`src/rtl/chan_mux_scan_pkg.sv`:
```
// Shared types and helpers for the scanning channel multiplexer.
package chan_mux_scan_pkg;

  typedef enum logic {
    S_MAN  = 1'b0,
    S_SCAN = 1'b1
  } state_e;

  function automatic int unsigned clog2(input int unsigned v);
    int unsigned r;
    r = 0;
    for (int unsigned i = 0; i < 32; i++) begin
      if ((64'd1 << i) < 64'(v)) r = i + 1;
    end
    return r;
  endfunction

endpackage

```
`src/rtl/chan_mux_scan_rr_next_en.sv`:
```
// Circular search for the first set mask bit at or after start (or strictly after it).
module rr_next_en #(
  parameter int unsigned CHANNELS = 4,
  parameter int unsigned SELW     = 2
) (
  input  logic [CHANNELS-1:0] mask,
  input  logic [SELW-1:0]     start,
  input  logic                incl_start,
  output logic [SELW-1:0]     idx,
  output logic                found
);

  logic [SELW-1:0] cand;

  // Without incl_start the last candidate wraps back onto start itself.
  always_comb begin
    idx   = '0;
    found = 1'b0;
    cand  = '0;
    for (int unsigned off = 0; off < CHANNELS; off++) begin
      cand = SELW'((32'(start) + off + 32'(!incl_start)) % CHANNELS);
      if (!found && mask[cand]) begin
        found = 1'b1;
        idx   = cand;
      end
    end
  end

endmodule

```
`src/rtl/chan_mux_scan.sv`:
```
// Registered N-channel mux with manual select and round-robin auto-scan over enabled channels.
module chan_mux_scan
  import chan_mux_scan_pkg::*;
#(
  parameter  int unsigned WIDTH    = 8,
  parameter  int unsigned CHANNELS = 4,
  parameter  int unsigned DWELL    = 4,
  localparam int unsigned SELW     = (clog2(CHANNELS) < 1) ? 1 : clog2(CHANNELS)
) (
  input  logic                      clk,
  input  logic                      rst,
  input  logic                      mode,
  input  logic [SELW-1:0]           sel_in,
  input  logic [CHANNELS-1:0]       ch_en,
  input  logic [CHANNELS*WIDTH-1:0] din,
  output logic [WIDTH-1:0]          dout,
  output logic [SELW-1:0]           dout_ch,
  output logic                      dout_valid
);

  localparam int unsigned CNTW = clog2(DWELL) + 1;

  state_e            state_q, state_d;
  logic [SELW-1:0]   ptr_q, ptr_d;
  logic [CNTW-1:0]   cnt_q, cnt_d;
  logic [WIDTH-1:0]  dout_q, dout_d;
  logic [SELW-1:0]   dout_ch_q, dout_ch_d;
  logic              valid_q, valid_d;

  logic [WIDTH-1:0]  ch_data [CHANNELS];
  logic              sel_ok;
  logic [SELW-1:0]   entry_idx, adv_idx;
  logic              entry_found, adv_found;

  for (genvar k = 0; k < CHANNELS; k++) begin : g_unpack
    assign ch_data[k] = din[k*WIDTH +: WIDTH];
  end

  assign sel_ok = (32'(sel_in) < CHANNELS);

  rr_next_en #(.CHANNELS(CHANNELS), .SELW(SELW)) u_entry (
    .mask       (ch_en),
    .start      ('0),
    .incl_start (1'b1),
    .idx        (entry_idx),
    .found      (entry_found)
  );

  rr_next_en #(.CHANNELS(CHANNELS), .SELW(SELW)) u_adv (
    .mask       (ch_en),
    .start      (ptr_q),
    .incl_start (1'b0),
    .idx        (adv_idx),
    .found      (adv_found)
  );

  always_ff @(posedge clk or posedge rst) begin
    if (rst) begin
      state_q   <= S_MAN;
      ptr_q     <= '0;
      cnt_q     <= '0;
      dout_q    <= '0;
      dout_ch_q <= '0;
      valid_q   <= 1'b0;
    end else begin
      state_q   <= state_d;
      ptr_q     <= ptr_d;
      cnt_q     <= cnt_d;
      dout_q    <= dout_d;
      dout_ch_q <= dout_ch_d;
      valid_q   <= valid_d;
    end
  end

  // On mode-change edges the outputs still follow the rules of the state being left.
  always_comb begin
    state_d   = state_q;
    ptr_d     = ptr_q;
    cnt_d     = cnt_q;
    dout_d    = dout_q;
    dout_ch_d = dout_ch_q;
    valid_d   = 1'b0;
    unique case (state_q)
      S_MAN: begin
        if (sel_ok) begin
          dout_d    = ch_data[sel_in];
          dout_ch_d = sel_in;
          valid_d   = ch_en[sel_in];
        end
        if (mode) begin
          state_d = S_SCAN;
          ptr_d   = entry_found ? entry_idx : '0;
          cnt_d   = '0;
        end
      end
      S_SCAN: begin
        if (ch_en != '0) begin
          dout_d    = ch_data[ptr_q];
          dout_ch_d = ptr_q;
          valid_d   = ch_en[ptr_q];
          if (!ch_en[ptr_q] || (cnt_q == CNTW'(DWELL - 1))) begin
            if (adv_found) ptr_d = adv_idx;
            cnt_d = '0;
          end else begin
            cnt_d = cnt_q + CNTW'(1);
          end
        end
        if (!mode) begin
          state_d = S_MAN;
          ptr_d   = '0;
          cnt_d   = '0;
        end
      end
    endcase
  end

  assign dout       = dout_q;
  assign dout_ch    = dout_ch_q;
  assign dout_valid = valid_q;

endmodule

```
`config.mk`:
```
export PLATFORM = sky130hd
export DESIGN_NAME = chan_mux_scan
export DESIGN_NICKNAME = d
export VERILOG_FILES = /design/src/rtl/chan_mux_scan_pkg.sv /design/src/rtl/chan_mux_scan_rr_next_en.sv /design/src/rtl/chan_mux_scan.sv
export SDC_FILE = /design/constraint.sdc
export NUM_CORES = 1
export LEC_CHECK = 0
export CORE_MARGIN = 2
export CORE_UTILIZATION = 49
export DETAILED_ROUTE_END_ITERATION = 8
export PLACE_DENSITY_LB_ADDON = 0.1
export SLEW_MARGIN = 5
export SYNTH_ARGS = -nofsm -noshare
export SYNTH_HDL_FRONTEND = slang
export SYNTH_SLANG_ARGS = --single-unit
```
`constraint.sdc`:
```
create_clock -name clk -period 2.3 [get_ports clk]
set_input_delay 0.46 -clock clk [delete_from_list [all_inputs] [get_ports clk]]
set_output_delay 0.46 -clock clk [all_outputs]
set_load 0.01 [all_outputs]
```
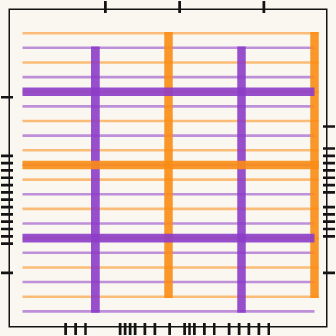
**Above:** supply network.
Pins as bars on the die edge.
colour	net
orange	VDD
purple	VSS
signal pins	52
rows	19
met1 rails	20
met5 straps	3
VDD IR-drop max: 0.000251 V
Die Ht: 58.7 µm
Die W: 58.7 µm

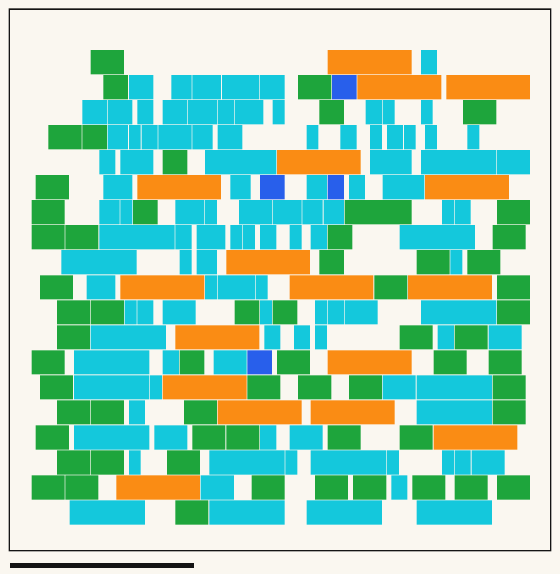
**Above:** placed cells, one colour a class.
Scale bar: 20 µm.
colour	class	cells	share of their area
orange	flops	17	21%
cyan	combinational and other logic	109	48%
blue	clock drivers and dummy loads	4	1.4%
green	other buffers and delay cells	62	30%
Finished Core Util: 73.8%
flop share of the area: 20.5%

==> results.txt <==
Status: complete, but fails checks
Failing checks: design-rule violations
Reg-to-Reg End: ptr_q[0]
Adder-cell area share of the yosys netlist: 1.71%
DRC Markers: 4
Max stage delay on crit path: 0.48 ns
Internal power: 659 µW
Dominant comb cell: multiplexers
Comb gates: 104
Setup tns final: 0 ns
Startpoint Class: input port
Combinational Area: 955 µm²
Final Hold Viols: 0
Wire length on met2: 2110 µm
Io pins: 52
Beginning of the critical path: ch_en[3]
Insertion delay to the later sink of the worst-skew pair: 0.30 ns
TritonCTS Buffers: 3
P_seq: 379 µW
Syn avg cell area: 10.4 µm²
Critical path depth: 7
Slew headroom: 56.0%
Final instance area: 0.00207 mm²
Power is estimated from default activity; no workload was simulated.
